### src/rtl/rgb_ycbcr_conv.sv
// ---------------------------------------------------------------------------
// rgb_ycbcr_conv
//   Converts demosaiced RGB pixels to 8-bit YCbCr (BT.601-style integer
//   coefficients) in a fixed 3-stage pipeline. It accepts one pixel per cycle
//   and never stalls. Pixel coordinates and the valid flag travel beside the
//   data. The block also flags the top-left pixel of each compression block
//   and counts valid pixels per frame.
//
//   Configuration macro: YCBCR_CHROMA_EN
//     defined   : Cb/Cr datapath is built.
//     undefined : only luma is computed. oCb/oCr are tied to 128.
//
// Parameters
//   BLK_LOG2   log2 of the compression block edge (3 -> 8x8 blocks)
//   CNT_W      width of the per-frame valid-pixel counter
//
// Ports
//   VGA_CLK            in   sole clock, rising edge
//   RESET_N            in   asynchronous active-low reset
//   iRed/iGreen/iBlue  in   8-bit RGB pixel
//   iX_Cont/iY_Cont    in   11-bit column/row of the pixel
//   iVALID             in   input pixel valid
//   VGA_VS             in   vertical sync, active high
//   oLuma/oCb/oCr      out  8-bit YCbCr result (don't-care while !oVALID)
//   oX_Cont/oY_Cont    out  coordinates aligned with the result
//   oVALID             out  result valid
//   oBLK_START         out  result is the top-left pixel of a block
//   oFRAME_PIX         out  valid-pixel count of the last completed frame
// ---------------------------------------------------------------------------
module rgb_ycbcr_conv #(
  parameter int BLK_LOG2 = 3,
  parameter int CNT_W    = 20
) (
  input  logic             VGA_CLK,
  input  logic             RESET_N,
  input  logic [7:0]       iRed,
  input  logic [7:0]       iGreen,
  input  logic [7:0]       iBlue,
  input  logic [10:0]      iX_Cont,
  input  logic [10:0]      iY_Cont,
  input  logic             iVALID,
  input  logic             VGA_VS,
  output logic [7:0]       oLuma,
  output logic [7:0]       oCb,
  output logic [7:0]       oCr,
  output logic [10:0]      oX_Cont,
  output logic [10:0]      oY_Cont,
  output logic             oVALID,
  output logic             oBLK_START,
  output logic [CNT_W-1:0] oFRAME_PIX
);

  // Clamp a signed value to 0..255.
  function automatic logic [7:0] sat_u8(input logic signed [17:0] v);
    if (v < 18'sd0)        return 8'd0;
    else if (v > 18'sd255) return 8'd255;
    else                   return v[7:0];
  endfunction

  // -------------------------------------------------------------------------
  // Side-band pipeline: valid and coordinates, 3 deep
  // -------------------------------------------------------------------------
  logic [2:0]  vld_q;
  logic [10:0] x_q [3];
  logic [10:0] y_q [3];

  always_ff @(posedge VGA_CLK or negedge RESET_N) begin
    if (!RESET_N) begin
      vld_q <= '0;
      for (int i = 0; i < 3; i++) begin
        x_q[i] <= '0;
        y_q[i] <= '0;
      end
    end else begin
      vld_q <= {vld_q[1:0], iVALID};
      x_q[0] <= iX_Cont;
      y_q[0] <= iY_Cont;
      for (int i = 1; i < 3; i++) begin
        x_q[i] <= x_q[i-1];
        y_q[i] <= y_q[i-1];
      end
    end
  end

  assign oVALID  = vld_q[2];
  assign oX_Cont = x_q[2];
  assign oY_Cont = y_q[2];
  assign oBLK_START = vld_q[2]
                    && (x_q[2][BLK_LOG2-1:0] == '0)
                    && (y_q[2][BLK_LOG2-1:0] == '0);

  // -------------------------------------------------------------------------
  // Luma datapath. Products are unsigned magnitudes, and signs are applied
  // in the sum stage. 18 signed bits cover the full range: 255*256+128.
  // -------------------------------------------------------------------------
  logic [15:0]        p_yr_q, p_yg_q, p_yb_q;
  logic signed [17:0] sum_y_q;
  logic [7:0]         luma_q;

  always_ff @(posedge VGA_CLK or negedge RESET_N) begin
    if (!RESET_N) begin
      p_yr_q  <= '0;
      p_yg_q  <= '0;
      p_yb_q  <= '0;
      sum_y_q <= '0;
      luma_q  <= '0;
    end else begin
      p_yr_q  <= 16'(iRed)   * 16'd77;
      p_yg_q  <= 16'(iGreen) * 16'd150;
      p_yb_q  <= 16'(iBlue)  * 16'd29;
      sum_y_q <= $signed({2'b00, p_yr_q}) + $signed({2'b00, p_yg_q})
               + $signed({2'b00, p_yb_q}) + 18'sd128;
      luma_q  <= sat_u8(sum_y_q >>> 8);
    end
  end

  assign oLuma = luma_q;

`ifdef YCBCR_CHROMA_EN
  // -------------------------------------------------------------------------
  // Chroma datapath. Each coefficient row sums to zero, so each sum stays
  // within roughly +/-32768 before the +128 offset.
  // -------------------------------------------------------------------------
  logic [15:0]        p_cbr_q, p_cbg_q, p_cbb_q;
  logic [15:0]        p_crr_q, p_crg_q, p_crb_q;
  logic signed [17:0] sum_cb_q, sum_cr_q;
  logic [7:0]         cb_q, cr_q;

  always_ff @(posedge VGA_CLK or negedge RESET_N) begin
    if (!RESET_N) begin
      p_cbr_q  <= '0;
      p_cbg_q  <= '0;
      p_cbb_q  <= '0;
      p_crr_q  <= '0;
      p_crg_q  <= '0;
      p_crb_q  <= '0;
      sum_cb_q <= '0;
      sum_cr_q <= '0;
      cb_q     <= '0;
      cr_q     <= '0;
    end else begin
      p_cbr_q  <= 16'(iRed)   * 16'd43;
      p_cbg_q  <= 16'(iGreen) * 16'd85;
      p_cbb_q  <= 16'(iBlue)  * 16'd128;
      p_crr_q  <= 16'(iRed)   * 16'd128;
      p_crg_q  <= 16'(iGreen) * 16'd107;
      p_crb_q  <= 16'(iBlue)  * 16'd21;
      sum_cb_q <= $signed({2'b00, p_cbb_q}) - $signed({2'b00, p_cbr_q})
                - $signed({2'b00, p_cbg_q}) + 18'sd128;
      sum_cr_q <= $signed({2'b00, p_crr_q}) - $signed({2'b00, p_crg_q})
                - $signed({2'b00, p_crb_q}) + 18'sd128;
      cb_q     <= sat_u8((sum_cb_q >>> 8) + 18'sd128);
      cr_q     <= sat_u8((sum_cr_q >>> 8) + 18'sd128);
    end
  end

  assign oCb = cb_q;
  assign oCr = cr_q;
`else
  assign oCb = 8'd128;
  assign oCr = 8'd128;
`endif

  // -------------------------------------------------------------------------
  // Per-frame valid-pixel counter
  // -------------------------------------------------------------------------
  // armed_q masks the first cycle after reset. Otherwise a VGA_VS that is
  // already high would look like a rising edge against the cleared vs_q.
  logic             vs_q, armed_q, vs_rise;
  logic [CNT_W-1:0] cnt_q, cnt_d;
  logic [CNT_W-1:0] frame_q, frame_d;

  assign vs_rise = armed_q && VGA_VS && !vs_q;

  always_comb begin
    cnt_d   = cnt_q;
    frame_d = frame_q;
    if (vs_rise) begin
      frame_d = cnt_q;
      cnt_d   = iVALID ? CNT_W'(1) : '0;
    end else if (iVALID && (cnt_q != '1)) begin
      cnt_d = cnt_q + CNT_W'(1);
    end
  end

  always_ff @(posedge VGA_CLK or negedge RESET_N) begin
    if (!RESET_N) begin
      vs_q    <= 1'b0;
      armed_q <= 1'b0;
      cnt_q   <= '0;
      frame_q <= '0;
    end else begin
      vs_q    <= VGA_VS;
      armed_q <= 1'b1;
      cnt_q   <= cnt_d;
      frame_q <= frame_d;
    end
  end

  assign oFRAME_PIX = frame_q;

endmodule

### config.mk
export PLATFORM = sky130hd
export DESIGN_NAME = rgb_ycbcr_conv
export DESIGN_NICKNAME = d
export VERILOG_FILES = /design/src/rtl/rgb_ycbcr_conv.sv
export SDC_FILE = /design/constraint.sdc
export NUM_CORES = 1
export LEC_CHECK = 0
export ABC_AREA = 1
export CAP_MARGIN = 0
export CORE_ASPECT_RATIO = 0.75
export CORE_MARGIN = 1
export CORE_UTILIZATION = 25
export DETAILED_ROUTE_END_ITERATION = 10
export SYNTH_ARGS = -nofsm -noshare
export SYNTH_HDL_FRONTEND = slang
export SYNTH_SLANG_ARGS = --single-unit
### constraint.sdc
create_clock -name VGA_CLK -period 6.4 [get_ports VGA_CLK]
set_input_delay 0.64 -clock VGA_CLK [delete_from_list [all_inputs] [get_ports VGA_CLK]]
set_output_delay 0.64 -clock VGA_CLK [all_outputs]
set_load 0.05 [all_outputs]
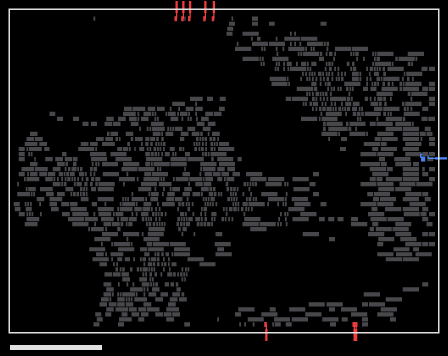
Figure 1: run 1, wires at chosen ports, followed through buffers.
The bar under the picture is 50 µm long.
| colour | port | bits | direction | end cells | buffers | wire |
|---|---|---|---|---|---|---|
| red | oCb | 8 | output | 8 | 0 | 32.7 µm |
| blue | oBLK_START | 1 | output | 1 | 1 | 10.0 µm |

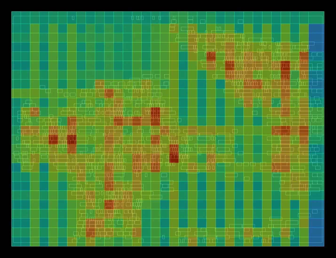
Figure 2: run 1, routing congestion.
drt wl/cell: 12.1 µm
grt met3 use: 2.68%
met1 usage: 15.0%
final core occ: 30.9%
met2 Use GR: 15.6%

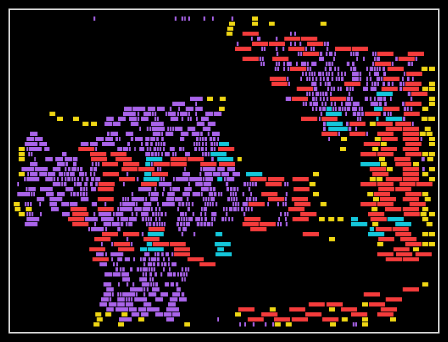
Figure 3: run 1, placed cells, one colour a class.
| colour | class | cells | share of their area |
|---|---|---|---|
| purple | all other logic | 831 | 47% |
| yellow | other buffers and delay cells | 102 | 9.0% |
| red | flops | 172 | 38% |
| cyan | clock drivers and dummy loads | 32 | 5.5% |

==> impl_metrics.json, run 1 <==
{
  "path_cells": "clkdlybuf4s50_1, ha_1, ha_1, inv_1, fa_1, fa_1, inv_1, ha_1, a21oi_1, o21ai_0, nand2_1, nand3_1, xor2_1",
  "cts_buffers": 17,
  "routed_via_density": 4.12,
  "clkbuf_count": 19,
  "cp_top_family": "adder cells",
  "rr_startpoint": "p_yr_q[6]",
  "netlist_area_um2": 9950,
  "period_minus_slack_ps": 3570,
  "synthArstFlopShare_pct": 100,
  "area.growth.synth_to_final_pct": 20.1,
  "grt_pass1_vias": 6854,
  "finalHoldViolCount": 0,
  "cts-root-buf": "clkbuf_16",
  "lay_top_count": "nand2_1",
  "comb_cells": 671,
  "power_leakage_uw": 0.00604,
  "cts_tree": "done",
  "final_layout_size_suffix_gt1_share_pct": 4.31,
  "num_tap_cells": 512,
  "ys.flops": 172,
  "slew_viol_final": 0,
  "cts_resized": 0,
  "status": "finished, final reports clean",
  "initCoreUtil_pct": 25.7
}
-- run 1: stage by stage --
stage               util [%]  setup WS, ps  cell area [µm²]  power, µW  instances
floorplan                  -          3140            10000       3470       1050
global placement        29.3          2490            11300       4130       1617
detailed placement      29.3          2370            11300       4190       1617
CTS                     30.9          2820            11900       5310       1649
global route            30.9          2650            11900       5780       1649
finish                  30.9          2830            11900       5260       1649
-- run 1: registers in the layout (all words and copies together), names as in the netlist, 10 cells and up --
register    cells
x_q            22
y_q            22
cnt_q          20
oFRAME_PIX     20
p_yg_q         15
p_yr_q         15
p_yb_q         13
oX_Cont        11
oY_Cont        11
sum_y_q        10
-- run 1: worst max path at each step --
stage	startpoint	end	cells after the start	slack, ps
floorplan	iGreen[4]	p_yg_q[13]	12	3140
global placement	iGreen[4]	p_yg_q[13]	13	2490
detailed placement	iBlue[5]	p_yb_q[8]	12	2370
CTS	iBlue[5]	p_yb_q[8]	12	2820
global route	iBlue[5]	p_yb_q[12]	14	2650
finish	iGreen[4]	p_yg_q[13]	13	2830
-- run 1: power breakdown --
group | total (µW) | internal [µW] | switching, µW
sequential | 1380 | 1300 | 77.9
clock | 1090 | 606 | 479
combinational | 2800 | 1000 | 1800
-- run 1: metal layers --
layer | GRT usage, % | vias up
met5 | 0 | -
met4 | 2.19 | 0
met3 | 2.68 | 13
met2 | 15.6 | 152
met1 | 15.0 | 3223
li1 | - | 3407
-- run 1: cell families (layout without fill, tap and decap cells) --
logic type      count (synthesis)  after routing  synth area share (%)
simple gates                  371            371                  15.8
buf+inv                       207            294                  9.42
flops                         172            172                  43.3
fa+ha+maj                     166            166                  23.8
compound gates                 82             82                  4.55
xor+xnor                       35             35                  3.08
other cells                     2             17                0.0755
==> run 1 -> run 2 <==
==> constraint.sdc (replaced) <==
create_clock -name VGA_CLK -period 3.6 [get_ports VGA_CLK]
set_input_delay 0.36 -clock VGA_CLK [delete_from_list [all_inputs] [get_ports VGA_CLK]]
set_output_delay 0.36 -clock VGA_CLK [all_outputs]
set_load 0.05 [all_outputs]
==> run 2 against run 1 <==
Net effect: clock power grew 74%; sequential share of layout area fell by 0.37 points; core utilization is 0.32 points higher; cell count increased by 0.97%; combinational power rose by 79%; non-clock buffer count up 16; via count stayed put; synthesized cell count did not move; synthesized area unchanged; critical endpoint is now p_yg_q[12]; largest cell class unchanged; largest power group unchanged.
==> impl_metrics.json, run 2 <==
{
  "placed_cells": 1633,
  "top_area_share_pct": 43.3,
  "area.growth.synth_to_final_pct": 21.4,
  "largestRegisters": "x_q: 22 flops, y_q: 22 flops",
  "lay_top_count": "nand2_1",
  "finClkSkew_ps": 10.9,
  "status": "finished, final reports clean",
  "final_cells": 1665,
  "cts_tree": "done",
  "p_int_uw": 5140,
  "p_clk_share_pct": 20.4,
  "avgSynthCellArea_um2": 9.61,
  "ys_types": 35,
  "initCoreUtil_pct": 25.7,
  "cp.depth": 15,
  "cp_top_family": "adder cells",
  "power.total_uw": 9350,
  "power_switching_uw": 4210,
  "dr.first_iter.drc_count": 421,
  "ys.flops": 172,
  "path_cells": "clkdlybuf4s50_1, ha_1, ha_1, inv_1, fa_1, fa_1, inv_1, ha_1, nand2_1, nor2_1, nand2_1, nand3_1, nand3_1, nand3_1, nand2_1",
  "cts-root-buf": "clkbuf_16",
  "cts_buffers": 17,
  "grt_max_degree": 99,
  "p_seq_share_pct": 26.2,
  "period_minus_slack_ps": 3220,
  "slew_viol_final": 0,
  "routed_via_density": 4.08,
  "p_sw_share_pct": 45.0,
  "cts_resized": 0,
  "rsz0062_at_grt": "false",
  "grt_overflow": 0,
  "final_layout_size_suffix_gt1_share_pct": 5.72,
  "wl_per_cell_um": 11.9,
  "finalHoldViolCount": 0,
  "combPwrFrac_pct": 53.4,
  "netlist_area_um2": 9950,
  "grt_pass1_vias": 6972,
  "synthArstFlopShare_pct": 100
}
## run 2: stage by stage
step / util [%] / setup slack (ps) / area (µm²)
after global placement: 29.6 / -10.3 / 11500
after CTS: 31.2 / 390 / 12100
final: 31.2 / 381 / 12100
after detailed placement: 29.6 / -70.3 / 11500
after floorplan: - / 616 / 10000
after global routing: 31.2 / 189 / 12100
## run 2: area by class of cell
class | instances | area (µm²) | share of cell area, %
multi-input combinational | 671 | 4760 | 39.4
sequential | 172 | 4300 | 35.7
timing repair buffer | 118 | 1150 | 9.55
tap | 512 | 641 | 5.31
inverter | 160 | 606 | 5.02
clock buffer | 18 | 439 | 3.64
clock inverter | 14 | 170 | 1.41
## run 2: final timing paths
path,start,end,slack (ps)
max,iGreen[4],p_yg_q[12],380
min,RESET_N,oY_Cont[0],1
max reg2reg,p_yr_q[6],sum_y_q[16],1070
min reg2reg,x_q[26],x_q[15],350
max in group asynchronous,RESET_N,y_q[26],2720
min in group VGA_CLK,x_q[26],x_q[15],350
## run 2: power by group through the flow
stage	combinational [µW]	sequential, µW	clock, µW
floorplan	3500	2670	0
global placement	4900	2490	0
detailed placement	4970	2500	0
CTS	5000	2460	1970
global route	5760	2500	2050
finish	5000	2450	1900
## run 2: kinds of logic after synthesis
group                      count (synthesis)  share of synthesized area, %
AOI/OAI and AO/OA                         82                          4.55
xor gates and xnor gates                  35                          3.08
adders and majority gates                166                          23.8
buffers and inverters                    207                          9.42
DFF                                      172                          43.3
other                                      2                        0.0755
and+or+nand+nor                          371                          15.8
## run 2: per-layer routing
metal / GRT usage (%) / part of all wire [%]
met3: 2.42 / 5.1
met1: 15.7 / 54
met2: 15.4 / 40
met5: 0 / 0
met4: 2.11 / 0.64
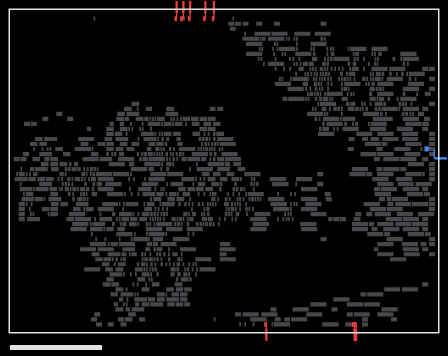
Figure 4: run 2, wires at chosen ports, followed through buffers.
The bar under the picture is 50 µm long.
| colour | port | bits | direction | end cells | buffers | wire |
|---|---|---|---|---|---|---|
| red | oCb | 8 | output | 8 | 0 | 33.1 µm |
| blue | oBLK_START | 1 | output | 1 | 1 | 8.90 µm |
I/O pins: 118
port bufs: 101

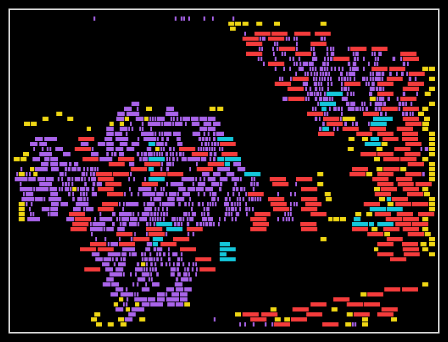
Figure 5: run 2, placed cells, one colour a class.
| colour | class | cells | share of their area |
|---|---|---|---|
| red | flops | 172 | 38% |
| yellow | other buffers and delay cells | 118 | 10% |
| purple | all other logic | 831 | 47% |
| cyan | clock drivers and dummy loads | 32 | 5.3% |

Power figures rest on the tool's default switching activity, not on a simulated workload.
